## src/rtl/bus_target_sm_if.sv

```systemverilog
// Bus-side signal bundle for the 68030 bus target state machine.
// The master modport is the bus/CPU side; the slave modport is the target.
interface bus_target_sm_if;
    // Bus strobes and qualifiers from the CPU side
    logic AS_;
    logic DS_;
    logic R_W;
    logic CS_;
    logic EXT;
    logic DEV_RDY;

    // Target responses and local strobes
    logic DSACK0_;
    logic DSACK1_;
    logic DSACK_OE;
    logic BERR_;
    logic RD_STB;
    logic WR_STB;
    logic DLATCH;
    logic DOE;

    modport master (
        output AS_, DS_, R_W, CS_, EXT, DEV_RDY,
        input  DSACK0_, DSACK1_, DSACK_OE, BERR_, RD_STB, WR_STB, DLATCH, DOE
    );

    modport slave (
        input  AS_, DS_, R_W, CS_, EXT, DEV_RDY,
        output DSACK0_, DSACK1_, DSACK_OE, BERR_, RD_STB, WR_STB, DLATCH, DOE
    );
endinterface

```

## src/rtl/bus_target_sm.sv

```systemverilog
// 68030 asynchronous bus target: synchronizes the bus strobes, issues
// register strobes, inserts fixed or device-paced wait states, and answers
// with a 32-bit DSACK or a bus error. All outputs come straight from flops.
module bus_target_sm #(
    parameter int WAIT_STATES = 2,
    parameter int TIMEOUT     = 255
) (
    input  logic           CLK,
    input  logic           RESET,
    bus_target_sm_if.slave bus
);

    typedef enum logic [2:0] {
        IDLE,
        START,
        WAIT,
        ACK,
        ERR,
        RELEASE
    } state_t;

    localparam logic [3:0] WS_CNT = 4'(WAIT_STATES);
    localparam logic [7:0] TO_CNT = 8'(TIMEOUT);

    // Two-flop synchronizer stages; *_s is the only copy the FSM looks at
    logic as_s1, as_s;
    logic ds_s1, ds_s;
    logic cs_s1, cs_s;
    logic rw_s1, rw_s;

    state_t     state, state_nx;
    logic       rw_q, rw_nx;
    logic       ext_q, ext_nx;
    logic [3:0] ws_cnt, ws_nx;
    logic [7:0] to_cnt, to_nx;

    logic dsack_q, dsack_nx;
    logic berr_q, berr_nx;
    logic oe_q, oe_nx;
    logic rd_q, rd_nx;
    logic wr_q, wr_nx;
    logic dl_q, dl_nx;
    logic doe_q, doe_nx;

    // Bring the asynchronous bus strobes into the CLK domain (idle = negated)
    always_ff @(posedge CLK or posedge RESET) begin
        if (RESET) begin
            as_s1 <= 1'b1;
            as_s  <= 1'b1;
            ds_s1 <= 1'b1;
            ds_s  <= 1'b1;
            cs_s1 <= 1'b1;
            cs_s  <= 1'b1;
            rw_s1 <= 1'b1;
            rw_s  <= 1'b1;
        end else begin
            // NOTE: non-blocking assignments make every flop sample the old
            // value of its neighbour, which is what turns this into a chain.
            as_s1 <= bus.AS_;
            as_s  <= as_s1;
            ds_s1 <= bus.DS_;
            ds_s  <= ds_s1;
            cs_s1 <= bus.CS_;
            cs_s  <= cs_s1;
            rw_s1 <= bus.R_W;
            rw_s  <= rw_s1;
        end
    end

    // State, captured cycle attributes, counters and registered outputs
    always_ff @(posedge CLK or posedge RESET) begin
        if (RESET) begin
            state   <= IDLE;
            rw_q    <= 1'b1;
            ext_q   <= 1'b0;
            ws_cnt  <= '0;
            to_cnt  <= '0;
            dsack_q <= 1'b1;
            berr_q  <= 1'b1;
            oe_q    <= 1'b0;
            rd_q    <= 1'b0;
            wr_q    <= 1'b0;
            dl_q    <= 1'b0;
            doe_q   <= 1'b0;
        end else begin
            state   <= state_nx;
            rw_q    <= rw_nx;
            ext_q   <= ext_nx;
            ws_cnt  <= ws_nx;
            to_cnt  <= to_nx;
            dsack_q <= dsack_nx;
            berr_q  <= berr_nx;
            oe_q    <= oe_nx;
            rd_q    <= rd_nx;
            wr_q    <= wr_nx;
            dl_q    <= dl_nx;
            doe_q   <= doe_nx;
        end
    end

    // Next-state decision; outputs are derived from the state being entered
    // so that they can be registered without adding a cycle of latency
    always_comb begin
        // NOTE: every signal gets a default before the case so no path
        // leaves it unassigned, which would otherwise infer a latch.
        state_nx = state;
        rw_nx    = rw_q;
        ext_nx   = ext_q;
        ws_nx    = ws_cnt;
        to_nx    = to_cnt;

        case (state)
            IDLE: begin
                if (!as_s && !cs_s && (rw_s || !ds_s)) begin
                    state_nx = START;
                    rw_nx    = rw_s;
                    ext_nx   = bus.EXT;
                end
            end
            START: begin
                if (as_s) begin
                    state_nx = RELEASE;
                end else if (ext_q) begin
                    state_nx = WAIT;
                    to_nx    = 8'd1;
                end else if (WS_CNT == 4'd0) begin
                    state_nx = ACK;
                end else begin
                    state_nx = WAIT;
                    ws_nx    = WS_CNT;
                end
            end
            WAIT: begin
                if (as_s) begin
                    state_nx = RELEASE;
                end else if (ext_q) begin
                    // Device ready wins over a timeout reached in the same cycle
                    if (bus.DEV_RDY) begin
                        state_nx = ACK;
                    end else if (to_cnt == TO_CNT) begin
                        state_nx = ERR;
                    end else begin
                        to_nx = 8'(to_cnt + 8'd1);
                    end
                end else if (ws_cnt <= 4'd1) begin
                    state_nx = ACK;
                end else begin
                    ws_nx = ws_cnt - 4'd1;
                end
            end
            ACK, ERR: begin
                if (as_s) begin
                    state_nx = RELEASE;
                end
            end
            RELEASE: begin
                state_nx = IDLE;
            end
            default: begin
                state_nx = IDLE;
            end
        endcase

        dsack_nx = 1'b1;
        berr_nx  = 1'b1;
        oe_nx    = 1'b0;
        rd_nx    = 1'b0;
        wr_nx    = 1'b0;
        dl_nx    = 1'b0;
        doe_nx   = 1'b0;

        case (state_nx)
            START: begin
                rd_nx  = rw_nx;
                wr_nx  = !rw_nx;
                dl_nx  = !rw_nx;
                doe_nx = rw_nx;
            end
            WAIT: begin
                doe_nx = rw_nx;
            end
            ACK: begin
                dsack_nx = 1'b0;
                oe_nx    = 1'b1;
                doe_nx   = rw_nx;
            end
            ERR: begin
                berr_nx = 1'b0;
                oe_nx   = 1'b1;
            end
            RELEASE: begin
                // Drive the pins high for one cycle before letting them float
                oe_nx = 1'b1;
            end
            default: begin
            end
        endcase
    end

    assign bus.DSACK0_  = dsack_q;
    assign bus.DSACK1_  = dsack_q;
    assign bus.BERR_    = berr_q;
    assign bus.DSACK_OE = oe_q;
    assign bus.RD_STB   = rd_q;
    assign bus.WR_STB   = wr_q;
    assign bus.DLATCH   = dl_q;
    assign bus.DOE      = doe_q;

endmodule

```

## src/flat_wrapper.sv

```systemverilog
// flat-port wrapper written by rule: the top's interface ports become plain ports
module bus_target_sm_flat 
#(
    parameter int WAIT_STATES = 2,
    parameter int TIMEOUT     = 255
)
  (CLK, RESET, bus_AS_, bus_DS_, bus_R_W, bus_CS_, bus_EXT, bus_DEV_RDY, bus_DSACK0_, bus_DSACK1_, bus_DSACK_OE, bus_BERR_, bus_RD_STB, bus_WR_STB, bus_DLATCH, bus_DOE);
  bus_target_sm_if bus_i ();
  input  logic CLK;
  input  logic RESET;
  input wire logic [$bits(bus_i.AS_)-1:0] bus_AS_;
  input wire logic [$bits(bus_i.DS_)-1:0] bus_DS_;
  input wire logic [$bits(bus_i.R_W)-1:0] bus_R_W;
  input wire logic [$bits(bus_i.CS_)-1:0] bus_CS_;
  input wire logic [$bits(bus_i.EXT)-1:0] bus_EXT;
  input wire logic [$bits(bus_i.DEV_RDY)-1:0] bus_DEV_RDY;
  output wire logic [$bits(bus_i.DSACK0_)-1:0] bus_DSACK0_;
  output wire logic [$bits(bus_i.DSACK1_)-1:0] bus_DSACK1_;
  output wire logic [$bits(bus_i.DSACK_OE)-1:0] bus_DSACK_OE;
  output wire logic [$bits(bus_i.BERR_)-1:0] bus_BERR_;
  output wire logic [$bits(bus_i.RD_STB)-1:0] bus_RD_STB;
  output wire logic [$bits(bus_i.WR_STB)-1:0] bus_WR_STB;
  output wire logic [$bits(bus_i.DLATCH)-1:0] bus_DLATCH;
  output wire logic [$bits(bus_i.DOE)-1:0] bus_DOE;
  assign bus_i.AS_ = bus_AS_;
  assign bus_i.DS_ = bus_DS_;
  assign bus_i.R_W = bus_R_W;
  assign bus_i.CS_ = bus_CS_;
  assign bus_i.EXT = bus_EXT;
  assign bus_i.DEV_RDY = bus_DEV_RDY;
  assign bus_DSACK0_ = bus_i.DSACK0_;
  assign bus_DSACK1_ = bus_i.DSACK1_;
  assign bus_DSACK_OE = bus_i.DSACK_OE;
  assign bus_BERR_ = bus_i.BERR_;
  assign bus_RD_STB = bus_i.RD_STB;
  assign bus_WR_STB = bus_i.WR_STB;
  assign bus_DLATCH = bus_i.DLATCH;
  assign bus_DOE = bus_i.DOE;
  bus_target_sm #(.WAIT_STATES(WAIT_STATES), .TIMEOUT(TIMEOUT)) u_core (.CLK(CLK), .RESET(RESET), .bus(bus_i));
endmodule
```

## config.mk

```make
export PLATFORM = sky130hd
export DESIGN_NAME = bus_target_sm_flat
export DESIGN_NICKNAME = d
export VERILOG_FILES = /design/src/rtl/bus_target_sm_if.sv /design/src/rtl/bus_target_sm.sv /design/src/flat_wrapper.sv
export SDC_FILE = /design/constraint.sdc
export NUM_CORES = 1
export LEC_CHECK = 0
export CAP_MARGIN = 20
export CORE_ASPECT_RATIO = 0.8
export CORE_UTILIZATION = 34
export DETAILED_ROUTE_END_ITERATION = 7
export PLACE_DENSITY = 0.58
export SYNTH_ARGS = -nofsm -noshare
export SYNTH_HDL_FRONTEND = slang
export SYNTH_SLANG_ARGS = --single-unit
```

## constraint.sdc

```tcl
create_clock -name CLK -period 2.4 [get_ports CLK]
set_input_delay 0.36 -clock CLK [delete_from_list [all_inputs] [get_ports CLK]]
set_output_delay 0.36 -clock CLK [all_outputs]
set_load 0.02 [all_outputs]
```

==> run notes <==
Implementation results

The post-synthesis cell area is 0.00149 mm². The number of global-route vias before repair is 931. The most critical min-delay path falls under flip-flop to flip-flop. The die boundary height is 61.2 µm.

The core box area is about 0.0042 mm². The flow ran to the end, and the final reports show no timing, DRC or antenna violations. The number of max-slew violations in the final report is 0. The count of distinct cell types in the synthesized netlist is between 40 and 50. The number of top-level pins is 16. The detailed-routing iteration count for the pre-antenna-repair pass is 4. The beginning of the worst hold path is u_core.rw_s1$_DFF_PP1_. The weighted congestion at the end of routability-driven global placement is 0.788. The count of final hold-check violations is 0. For this run, the final setup violation count is recorded as 0. By instance count after routing, the leading logic cell types are sky130_fd_sc_hd__dfrtp_1, sky130_fd_sc_hd__clkdlybuf4s50_1, sky130_fd_sc_hd__inv_1, sky130_fd_sc_hd__dfstp_2, sky130_fd_sc_hd__o21ai_0. The category of the worst setup path capture point is a flip-flop. The transition time at the pin with the least slew margin is approximately 560 ps. The signed area change from the synthesized netlist to the final layout is 18.3%. Per the GRT congestion report, total overflow comes to 0. The leading cell type in the layout, fill and taps excluded is sky130_fd_sc_hd__dfrtp_1. The power density of the placed cells is about 1000 mW/mm².
[cells by family (layout without fill, tap and decap cells)]
family / after synthesis / after routing / share of synthesized area [%]
and+or+nand+nor: 42 / 42 / 20.4
buffers and inverters: 15 / 35 / 5.30
adders and majority gates: 3 / 3 / 2.52
DFF: 31 / 31 / 53.1
muxes: 2 / 2 / 1.35
xor gates and xnor gates: 2 / 2 / 1.18
AOI/OAI and AO/OA: 31 / 31 / 16.1
[worst paths after layout]
path | end | cells past startpoint
worst min-delay path | u_core.rw_s$_DFF_PP1_ | 0
worst max-delay path | u_core.bus.DSACK0_$_DFF_PP1_ | 4
min in group asynchronous | u_core.to_cnt[2]$_DFFE_PP0P_ | 3
worst max register to register | u_core.bus.DSACK0_$_DFF_PP1_ | 4
max in group asynchronous | u_core.bus.BERR_$_DFF_PP1_ | 3
worst min register to register | u_core.rw_s$_DFF_PP1_ | 0
[synth_stat cells (all sizes together)]
cell     number  area share, %
o21ba         1           0.67
nand3b        1           0.50
o41ai         1           0.59
nor4          1            1.4
a31oi         1           0.42
xor2          1           0.59
o31ai         3            1.5
dfrtp        20             34
and3          1           0.42
or4           2            1.0
o21a          1           0.50
and2b         1           0.59
xnor2         1           0.59
o2111a        1           0.76
ha            3            2.5
nor4b         2            2.6
and4bb        1           0.84
a221o         1           0.67
and2          1           0.42
nor2b         1           0.42
nand4         1           0.42
a311oi        1            1.0
a211oi        1           0.84
nor2          5            1.8
or4bb         1           0.76
o211ai        1            1.4
inv          11            2.8
a21oi         7            2.4
nand2         6            1.5
or3           5            2.1
nand3         3            1.0
o21ai         8            2.7
nor3b         2            1.0
dfstp        11             19
mux2i         2            1.3
o21bai        1           0.50
or2           4            2.0
nor3          3            1.0
a2bb2oi       1           0.59
o2111ai       2            1.6
buf           4            2.5
or2b          1           0.59
[routing by layer]
metal	part of all wire (%)	routed length [µm]	global-route usage, %	vias to the layer above
met2	47	1230	19.6	12
met5	0	0	0	-
met1	49	1270	15.4	497
li1	-	-	-	494
met3	2.9	76	4.00	2
met4	0.69	18	6.59	0
[worst max-delay path, cell delays in order (launching register included)]
cell and delay (ps):
sky130_fd_sc_hd__dfrtp_1 520, sky130_fd_sc_hd__or2_4 310, sky130_fd_sc_hd__o41ai_1 450, sky130_fd_sc_hd__a311oi_2 140
sky130_fd_sc_hd__or2_1 280
[cell type report]
| cell class | instances | area (µm²) | share of cell area [%] |
|---|---|---|---|
| Inverter | 11 | 41.3 | 2.35 |
| Clock inverter | 1 | 5.00 | 0.284 |
| Timing Repair Buffer | 16 | 158 | 8.96 |
| Clock buffer | 7 | 76.3 | 4.34 |
| Sequential cell | 31 | 790 | 44.8 |
| Multi-Input combinational cell | 80 | 619 | 35.2 |
| Tap cell | 57 | 71.3 | 4.05 |
[report_power, final]
part	total [µW]	switching (µW)	internal (µW)
Sequential	791	129	662
Combinational	594	324	270
Clock	376	173	203
Total	1760	627	1130
[stage by stage]
step	setup slack [ps]	power (µW)	utilization (%)	hold WS, ps	std cells
finish	631	1760	42.1	353	203
global placement	487	1360	40.2	345	195
floorplan	840	1250	-	345	126
global route	503	1890	42.1	362	203
detailed placement	414	1390	40.2	347	195
CTS	616	1790	42.1	355	203
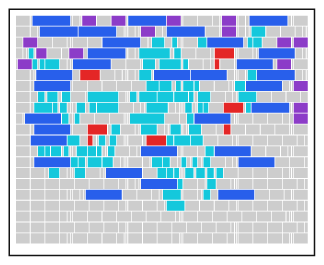
**Above:** placement by cell class.
Drawn at 4 px/µm. Fill, decap, tap and diode cells in gray.
[remaining logic cells] cyan | cells: 91
[remaining buffers and delay cells] purple | cells: 16
[clock drivers and dummy loads] red | cells: 8
[sequential cells] blue | cells: 31

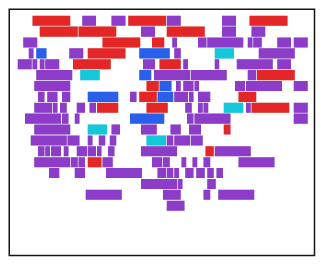
**Above:** cell sizes after repair.
Drawn at 4 px/µm.
[x2] red | cells: 21 | most used: dfstp_2
[x6 and larger] cyan | cells: 5 | most used: clkbuf_8
[x3 and x4] blue | cells: 7 | most used: or2_4
[x1 and smaller] purple | cells: 113 | most used: dfrtp_1

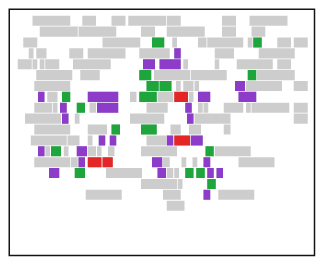
**Above:** selected gate families.
Drawn at 4 px/µm.
[aoi and oai cells] purple | cells: 27
[and/or cells] green | cells: 17
[non-inverting ao/oa cells] red | cells: 4 | where: middle

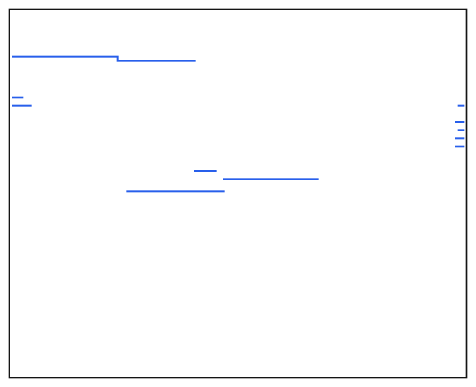
**Above:** signal wires on met3.
Drawn at 6 px/µm.
wire length on this layer: 76.2 µm
share of all routed wire: 2.9%

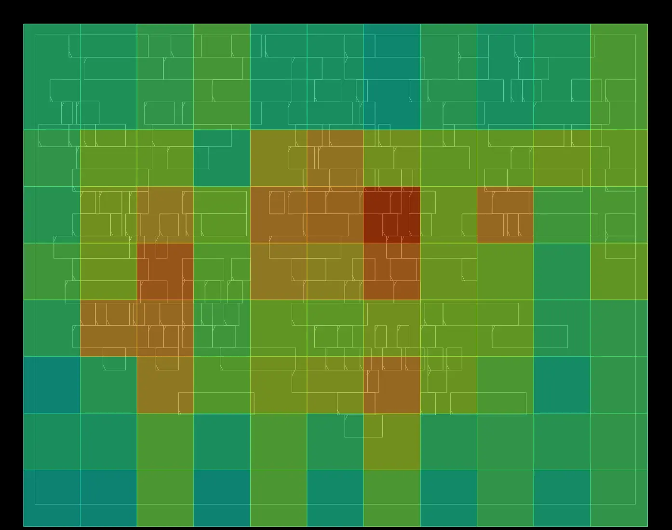
**Above:** track usage over the die.
total routing resource utilization after global routing: 12.3%
wire length per cell after detailed routing: 12.8 µm
GR Layer Usage met3: 4.00%

Power figures rest on the tool's default switching activity, not on a simulated workload.
